==> run_1/layer_met2.png <==
Drawn at 2 px/µm. Cells faint in the background.
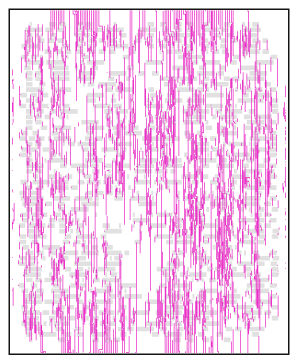
==> run_1/io_fan.png <==
Drawn at 2 px/µm.
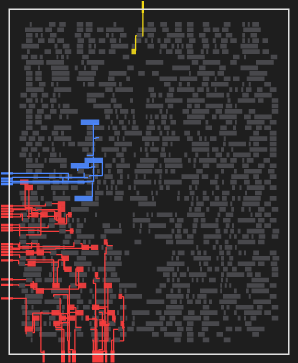
==> run_1/detail.png <==
Window x 94 to 114, y 119 to 139 µm. Cells in grey, sequential cells in the stronger grey; small squares are vias.
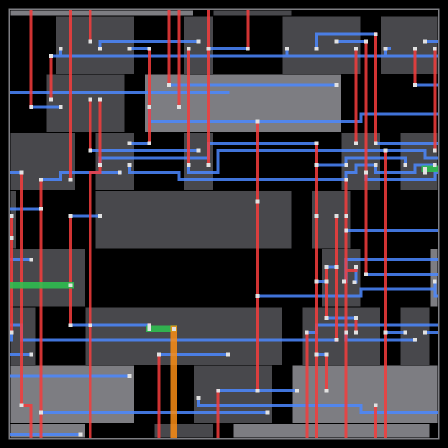
### config.mk
export PLATFORM = sky130hd
export DESIGN_NAME = otter_mem_if
export DESIGN_NICKNAME = d
export VERILOG_FILES = /design/src/rtl/otter_mem_if.sv
export SDC_FILE = /design/constraint.sdc
export NUM_CORES = 1
export LEC_CHECK = 0
export CELL_PAD_IN_SITES_DETAIL_PLACEMENT = 1
export CELL_PAD_IN_SITES_GLOBAL_PLACEMENT = 1
export CORE_ASPECT_RATIO = 1.25
export CORE_MARGIN = 4
export CORE_UTILIZATION = 33
export CTS_CLUSTER_DIAMETER = 100
export DETAILED_ROUTE_END_ITERATION = 8
export HOLD_SLACK_MARGIN = 0.05
export PLACE_DENSITY_LB_ADDON = 0.1
export SLEW_MARGIN = 10
export SYNTH_ARGS = -nofsm -noshare
export SYNTH_HDL_FRONTEND = slang
export SYNTH_SLANG_ARGS = --single-unit
### constraint.sdc
create_clock -name clk -period 6.35 [get_ports clk]
set_input_delay 0.635 -clock clk [delete_from_list [all_inputs] [get_ports clk]]
set_output_delay 0.635 -clock clk [all_outputs]
set_load 0.01 [all_outputs]
### src/rtl/otter_mem_if.sv
// otter_mem_if: serialises OTTER fetch/load/store requests onto a single req/ack memory bus
// with lane steering, load extension and a timeout watchdog. Define OTTER_MMIO_EN for the MMIO bypass.
module otter_mem_if #(
    parameter int unsigned TIMEOUT_CYC = 255
`ifdef OTTER_MMIO_EN
    ,
    parameter logic [31:0] IO_BASE     = 32'h1100_0000
`endif
) (
    input  logic        clk,
    input  logic        RST,
    input  logic        rden1,
    input  logic [31:0] addr1,
    input  logic        rden2,
    input  logic        we2,
    input  logic [31:0] addr2,
    input  logic [1:0]  size2,
    input  logic        sign2,
    input  logic [31:0] din2,
    output logic [31:0] ir,
    output logic [31:0] dout2,
    output logic        done1,
    output logic        done2,
    output logic        err2,
    output logic        busy,
    output logic        bus_req,
    output logic        bus_we,
    output logic [29:0] bus_addr,
    output logic [3:0]  bus_be,
    output logic [31:0] bus_wdata,
    input  logic [31:0] bus_rdata,
    input  logic        bus_ack
`ifdef OTTER_MMIO_EN
    ,
    input  logic [31:0] io_in,
    output logic [31:0] io_out,
    output logic [31:0] io_addr,
    output logic        io_wr
`endif
);

    typedef enum logic [1:0] {S_IDLE, S_FETCH, S_DATA, S_RESP} state_t;

    localparam logic [31:0] NOP = 32'h0000_0013;

    state_t      r_state;
    state_t      w_state_nxt;

    logic        r_is_fetch;
    logic        r_is_store;
    logic        r_err;
    logic        r_sign;
    logic [1:0]  r_lo;
    logic [1:0]  r_size;
    logic [7:0]  r_cnt;
    logic        r_req;
    logic        r_we;
    logic [29:0] r_addr;
    logic [3:0]  r_be;
    logic [31:0] r_wdata;
    logic [31:0] r_ir;
    logic [31:0] r_dout;

    logic        w_data;
    logic        w_word;
    logic        w_half;
    logic        w_misal;
    logic        w_io;
    logic        w_tmo;
    logic [3:0]  w_be;
    logic [31:0] w_wdata;
    logic [31:0] w_shift;
    logic [31:0] w_load;
    logic        w_unused;

    // Fetches are word aligned by contract, so the low address bits carry no information.
    assign w_unused = &{1'b0, addr1[1:0]};

    assign w_data  = we2 | rden2;
    assign w_word  = size2[1];
    assign w_half  = (size2 == 2'b01);
    assign w_misal = w_word ? (addr2[1:0] != 2'b00) : (w_half & addr2[0]);

`ifdef OTTER_MMIO_EN
    assign w_io = (addr2 >= IO_BASE);
`else
    assign w_io = 1'b0;
`endif

    assign w_tmo = (TIMEOUT_CYC != 0) && (r_cnt == 8'(TIMEOUT_CYC - 1));

    always_comb begin
        w_be    = 4'b1111;
        w_wdata = din2;
        if (w_half) begin
            w_be    = 4'b0011 << addr2[1:0];
            w_wdata = {2{din2[15:0]}};
        end else if (!w_word) begin
            w_be    = 4'b0001 << addr2[1:0];
            w_wdata = {4{din2[7:0]}};
        end
    end

    // Shifting by the byte offset brings the addressed lane down to bit 0 for both byte and half.
    assign w_shift = bus_rdata >> {r_lo, 3'b000};

    always_comb begin
        w_load = bus_rdata;
        if (r_size == 2'b00) begin
            w_load = r_sign ? {{24{w_shift[7]}}, w_shift[7:0]} : {24'b0, w_shift[7:0]};
        end else if (r_size == 2'b01) begin
            w_load = r_sign ? {{16{w_shift[15]}}, w_shift[15:0]} : {16'b0, w_shift[15:0]};
        end
    end

    always_ff @(posedge clk or posedge RST) begin
        if (RST) begin
            r_state <= S_IDLE;
        end else begin
            r_state <= w_state_nxt;
        end
    end

    always_comb begin
        w_state_nxt = r_state;
        case (r_state)
            S_IDLE: begin
                if (w_data) begin
                    w_state_nxt = (w_io || w_misal) ? S_RESP : S_DATA;
                end else if (rden1) begin
                    w_state_nxt = S_FETCH;
                end
            end
            S_FETCH, S_DATA: begin
                if (bus_ack || w_tmo) begin
                    w_state_nxt = S_RESP;
                end
            end
            default: w_state_nxt = S_IDLE;
        endcase
    end

    always_comb begin
        busy  = (r_state != S_IDLE);
        done1 = (r_state == S_RESP) &&  r_is_fetch;
        done2 = (r_state == S_RESP) && !r_is_fetch;
        err2  = (r_state == S_RESP) &&  r_err;
    end

    always_ff @(posedge clk or posedge RST) begin
        if (RST) begin
            r_is_fetch <= 1'b0;
            r_is_store <= 1'b0;
            r_err      <= 1'b0;
            r_sign     <= 1'b0;
            r_lo       <= '0;
            r_size     <= '0;
            r_cnt      <= '0;
            r_req      <= 1'b0;
            r_we       <= 1'b0;
            r_addr     <= '0;
            r_be       <= '0;
            r_wdata    <= '0;
            r_ir       <= '0;
            r_dout     <= '0;
`ifdef OTTER_MMIO_EN
            io_out     <= '0;
            io_addr    <= '0;
            io_wr      <= 1'b0;
`endif
        end else begin
`ifdef OTTER_MMIO_EN
            io_wr <= 1'b0;
`endif
            case (r_state)
                S_IDLE: begin
                    if (w_data) begin
                        r_is_fetch <= 1'b0;
                        r_is_store <= we2;
                        r_lo       <= addr2[1:0];
                        r_size     <= size2;
                        r_sign     <= sign2;
                        r_err      <= w_misal & ~w_io;
                        if (w_io) begin
`ifdef OTTER_MMIO_EN
                            io_addr <= addr2;
                            if (we2) begin
                                io_out <= din2;
                                io_wr  <= 1'b1;
                            end else begin
                                r_dout <= io_in;
                            end
`endif
                        end else if (!w_misal) begin
                            r_req   <= 1'b1;
                            r_we    <= we2;
                            r_addr  <= addr2[31:2];
                            r_be    <= w_be;
                            r_wdata <= w_wdata;
                        end
                    end else if (rden1) begin
                        r_is_fetch <= 1'b1;
                        r_err      <= 1'b0;
                        r_req      <= 1'b1;
                        r_we       <= 1'b0;
                        r_addr     <= addr1[31:2];
                        r_be       <= 4'b1111;
                    end
                end
                S_FETCH, S_DATA: begin
                    if (bus_ack) begin
                        r_req <= 1'b0;
                        r_we  <= 1'b0;
                        r_be  <= '0;
                        if (r_is_fetch) begin
                            r_ir <= bus_rdata;
                        end else if (!r_is_store) begin
                            r_dout <= w_load;
                        end
                    end else if (w_tmo) begin
                        r_req <= 1'b0;
                        r_we  <= 1'b0;
                        r_be  <= '0;
                        r_err <= 1'b1;
                        if (r_is_fetch) begin
                            r_ir <= NOP;
                        end
                    end else begin
                        r_cnt <= r_cnt + 8'd1;
                    end
                end
                default: begin
                    r_cnt <= '0;
                end
            endcase
        end
    end

    assign ir        = r_ir;
    assign dout2     = r_dout;
    assign bus_req   = r_req;
    assign bus_we    = r_we;
    assign bus_addr  = r_addr;
    assign bus_be    = r_be;
    assign bus_wdata = r_wdata;

endmodule

==> changes_impl.md, run 1 <==
### Changed

* Outcome: complete, no violations
* Tmin final at 3130 ps
* Pre-CTS setup slack at 2720 ps
* Synthesis area per yosys at 7080 µm²
* DR WL/cell at 19.0 µm
* Top cells by count: 150 x dfrtp_1, 107 x nand2_1, 80 x o21ai_0
* CTS buffer count at 17
* Total power at 4940 µW
* Ys Warns at 0
* Final slew viol count at 0
* Combinational share of cell area at 29.2%
* Synthesis-stage register bit count at 150
* WL met2 at 12.0 mm
* Comb gates at 483
* Adder-Cell Fraction of Synth Area at 1.59%
* Critical R2R Capture: dout2[31]
* R2R setup slack at 3650 ps
* Drt via density at 5.03
* Most frequent cells in the layout: 270 x clkdlybuf4s50_1, 150 x dfrtp_1, 107 x nand2_1
* Worst-margin pin slew at 1070 ps
* Hpwl dp at 17.4 mm
* Initial antenna violation count at 0
* Synth Seq Share at 53.0%
* All-layer global routing usage at 19.6%
* DR DRC count at 0
* Critical Path Slowest Stage Cell: clkdlybuf4s50_1
* Tool warnings at 34
* CP delay by family, top: simple AND/OR/NAND/NOR gates
* Met1 wire length at 9.32 mm
* Global routing met1 resource utilization at 22.8%
* Clock Sinks at 150
* Floorplan row count at 59
* Crit end category: register
* Complex Gates by Area at 14.7%
* Final tally of setup violations at 0
* Tap Count at 274
* Clock slew seen by the registers of the worst setup and hold paths at 70 ps
* Fmax at 319 MHz
* Setup_tns at 0 ps
* Later-pin clock latency in the skew report at 420 ps
* Placed cell count at 1196
* Most common cell in the netlist: dfrtp_1
* Hold WC Path Type: reg -> reg
* CTS tree: built
* Hold_buf cts at 0
* FILL cells at 2279
* Mean Syn Cell Area at 10.2 µm²
* Detailed router's first-iteration violation count at 205
* Level count of the clock H-tree at 4
* Nets at 1087
* Final Instance Area at 10500 µm²
* Die Area at 23900 µm²
* Worst setup margin at 3220 ps
* First-pass detailed-route iteration total at 4
* Post-CTS Repair Setup Buffers at 0
* Post-layout period usage at 49.3%
* Min Hold Slack at 475 ps
* Storage cell area at 3750 µm²
* FP Core Util at 33.8%
* Top Metal Used: met4
* Rel. slew slack at 28.6%
* NonClk Buf Share at 26.0%
* Worst Reg-to-Reg Cells at 4
* CP endpoint: bus_wdata[2]
* Synth Cell Area at 7080 µm²
* Die W at 139 µm
* RSZ-0062 raised after global routing: no
* Floorplan Nets at 841
* Bufs w/o clock at 276
* Met3 Usage GRT at 6.90%
* RR Startpoint: r_lo[0]
* Post-cts resize count at 0
* Antenna fix cells at 0
* Ys cells at 695
* Synth top area share at 53.0%
* Post-synth EDFFs at 0
* Final Core Density at 50.3%
Notes on layer_met2.png above:
share of all routed wire: 52%
longest straight run: 70.0 µm
vias post-DR: 6176
met2 Use GR: 34.6%
WL final: 23.3 mm

Notes on io_fan.png above:
legend:
  din2:
    colour: red
    bits: 32
    direction: input
    edge: 17 west, 15 south
    end_cells: 40
    wire: 1100 µm
  done1:
    colour: yellow
    bits: 1
    direction: output
    edge: north
    end_cells: 1
    wire: 20.8 µm
  bus_be:
    colour: blue
    bits: 4
    direction: output
    edge: west
    end_cells: 4
    wire: 241 µm
PortBufs: 270
Ports: 273

Notes on detail.png above:
legend:
  metal 2:
    colour: red
  metal 4:
    colour: orange
  metal 3:
    colour: green
  metal 1:
    colour: blue
sequential cells in the window: 3
most frequent: nand3_1 (5), nand3_2 (5)
cells with their middle in the window: 20

-- run 1: report_power, final --
group	switching (µW)	internal [µW]	leakage [µW]	total (µW)
sequential	313	1380	0.00187	1700
clock	437	545	0.000275	982
combinational	1070	1190	0.00248	2270
-- run 1: tightest hold or removal path, cell delays in order, from the launching register on --
cell and delay [ps]:
dfrtp_1 340, nand2_1 40, o21ai_0 60
-- run 1: how the worst min path moves through the flow --
stage / start / endpoint / cells past startpoint
finish: bus_wdata[28] / bus_wdata[28] / 2
global placement: bus_addr[14] / bus_addr[14] / 2
detailed placement: bus_wdata[28] / bus_wdata[28] / 2
CTS: bus_wdata[28] / bus_wdata[28] / 2
floorplan: r_is_store / r_is_store / 2
global route: r_is_store / r_is_store / 2
==> run_1/clocks.png <==
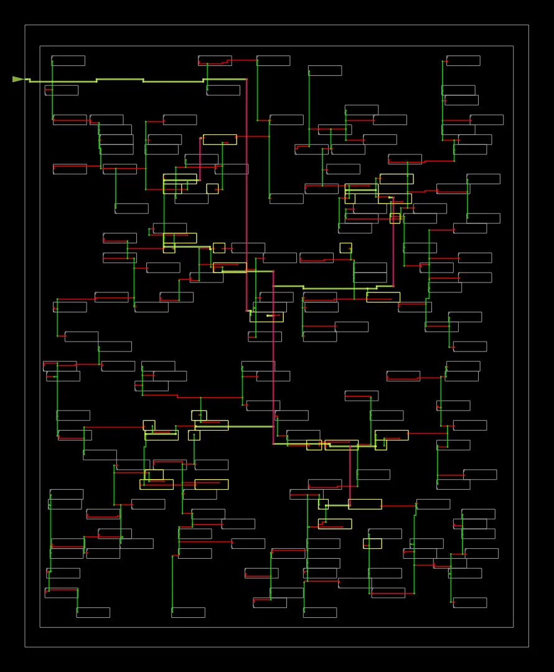

==> run 1 -> run 2 <==
Settings changed: CORE_UTILIZATION 33 to 30.
Clock period 6.35 ns to 2.8 ns, I/O delays scaled along.
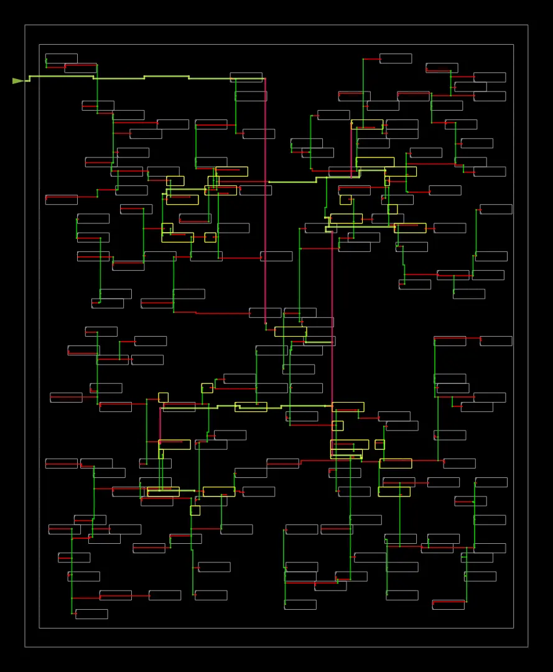
(run_2/clocks.png)
CTS buffer count: 17
flop count: 150
Clock Power: 2330 µW
Clock Sinks: 150

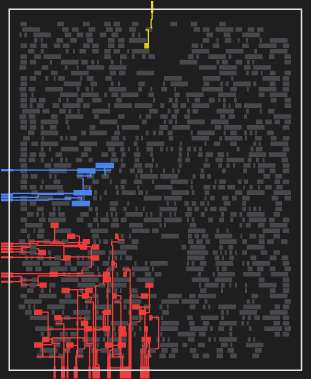
(run_2/io_fan.png)
Drawn at 2 px/µm.
legend:
  din2:
    colour: red
    bits: 32
    direction: input
    edge: 24 south, 8 west
    end_cells: 40
    wire: 1300 µm
  bus_be:
    colour: blue
    bits: 4
    direction: output
    edge: west
    end_cells: 4
    wire: 210 µm
  done1:
    colour: yellow
    bits: 1
    direction: output
    edge: north
    end_cells: 1
    wire: 18.1 µm

==> run 2 against run 1 <==
Effect of this change:
- critical path depth shrank 1
- highest routed layer unchanged
- clock power up 140%
- combinational power grew 130%
- area after synthesis unchanged
- synthesized cell count is the same
- power increased by 130%
- global-route usage down 1.7 points
- sequential share of layout area down 0.59 points
- cell area rose by 1.7%
- largest power group unchanged
- register-to-register slack lost 3100 ps
- non-clock buffer count is 14 higher
- routed wire length rose by 0.45%
==> changes_impl.md, run 2 <==
### Changed

* Power share of the clock group at 20.4% (+0.5 points)
* WL met2 at 11.8 mm (-2.0%)
* Hold WC Path Type: in -> async
* Post-CTS Repair Setup Buffers at 0 (unchanged)
* Tap Count at 288 (+5.1%)
* Synthesis area per yosys at 7080 µm² (unchanged)
* Sequential power share at 32.8% (-1.5 points)
* Die Area at 26100 µm² (+9.5%)
* NetSw at 4090 µW (+120%)
* Storage cell area at 3750 µm² (unchanged)
* Critical Path Slowest Stage Cell: clkdlybuf4s50_1
* Synth Cell Area at 7080 µm² (unchanged)
* Detailed router's first-iteration violation count at 212 (+3.4%)
* Complex Gates by Area at 14.7% (unchanged)
* Top cells by count: 150 x dfrtp_1, 107 x nand2_1, 80 x o21ai_0
* Top Consumer: combinational logic
* Final Instance Area at 10700 µm² (+1.7%)
* Bufs w/o clock at 290 (+5.1%)
* Floorplan row count at 62 (+5.1%)
* Internal at 7290 µW (+130%)
* Pre-CTS setup slack at 324 ps (-2400 ps)
* Setup_tns at 0 ps (unchanged)
* Rel. slew slack at 27.7% (-0.89 points)
* Final slew viol count at 0 (unchanged)
* PortBufs at 270 (unchanged)
* CTS tree: built
* Ys Warns at 0 (unchanged)
* Post-layout period usage at 81.3%
* Die W at 145 µm (+4.6%)
* Met2 Use GR at 31.5% (-3.1 points)
* RSZ-0062 raised after global routing: no
* Hold_buf cts at 0 (unchanged)
* Synth Seq Share at 53.0% (unchanged)
* Met3 Usage GRT at 6.07% (-0.83 points)
* Crit end category: output port
* Met1 wire length at 9.72 mm (+4.2%)
* Hpwl dp at 17.6 mm (+1.1%)
* Logic power comb at 5320 µW (+130%)
* Sequential power at 3730 µW (+120%)
* Global routing met1 resource utilization at 21.1% (-1.7 points)
* Logic gate share of total power at 46.7% (+0.9 points)
* Comb gates at 483 (unchanged)
* Tmin final at 2280 ps
* Adder-Cell Fraction of Synth Area at 1.59% (unchanged)
* Synth top area share at 53.0% (unchanged)
* FP Core Util at 30.6% (-3.1 points)
* Final tally of setup violations at 0 (unchanged)
* Floorplan Nets at 841 (unchanged)
* Top Metal Used: met4
* Outcome: complete, no violations
* Initial antenna violation count at 1 (+1)
* Mean Syn Cell Area at 10.2 µm² (unchanged)
* Drt via density at 4.84 (-3.7%)
* Sw frac at 35.9% (-0.95 points)
* NonClk Buf Share at 26.9% (+0.90 points)
* Worst-margin pin slew at 1080 ps (+13.3 ps)
* Tool warnings at 34 (unchanged)
* CP delay by family, top: buffers and inverters
* First-pass detailed-route iteration total at 5 (+1)
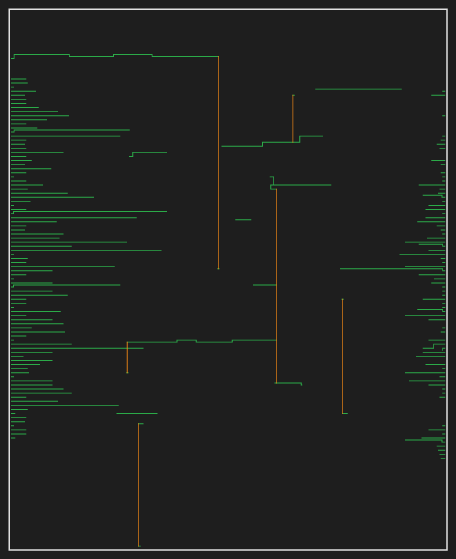
(run_2/wires.png)
Drawn at 3 px/µm. Only two layers are drawn.
legend:
  metal 4:
    colour: orange
    wire_length: 240 µm
  metal 3:
    colour: green
    wire_length: 1690 µm
vias post-DR: 6087
DR WL/cell: 18.6 µm
all-layer global routing usage: 17.9%
WL final: 23.4 mm

-- run 2: worst reg2reg max path: stages, from the launching register on --
cell     delay (ps)
dfrtp_1         400
inv_1            60
ha_1            460
and3_1          940
a22o_1          300
-- run 2: final timing paths --
path | startpoint | endpoint | slack, ps | cells past startpoint
max | r_state[0] | busy | 520 | 4
min | RST | bus_wdata[25] | 240 | 2
max reg2reg | r_state[0] | ir[22] | 570 | 4
min reg2reg | r_is_store | r_is_store | 480 | 2
max in group asynchronous | RST | dout2[22] | 1840 | 3
min in group clk | sign2 | r_sign | 390 | 3
-- run 2: cell families after synthesis --
family          after synthesis
simple gates                214
mux                          83
flops                       150
buf+inv                      62
compound gates              170
fa+ha+maj                     9
xor+xnor                      7
Power figures rest on the tool's default switching activity, not on a simulated workload.
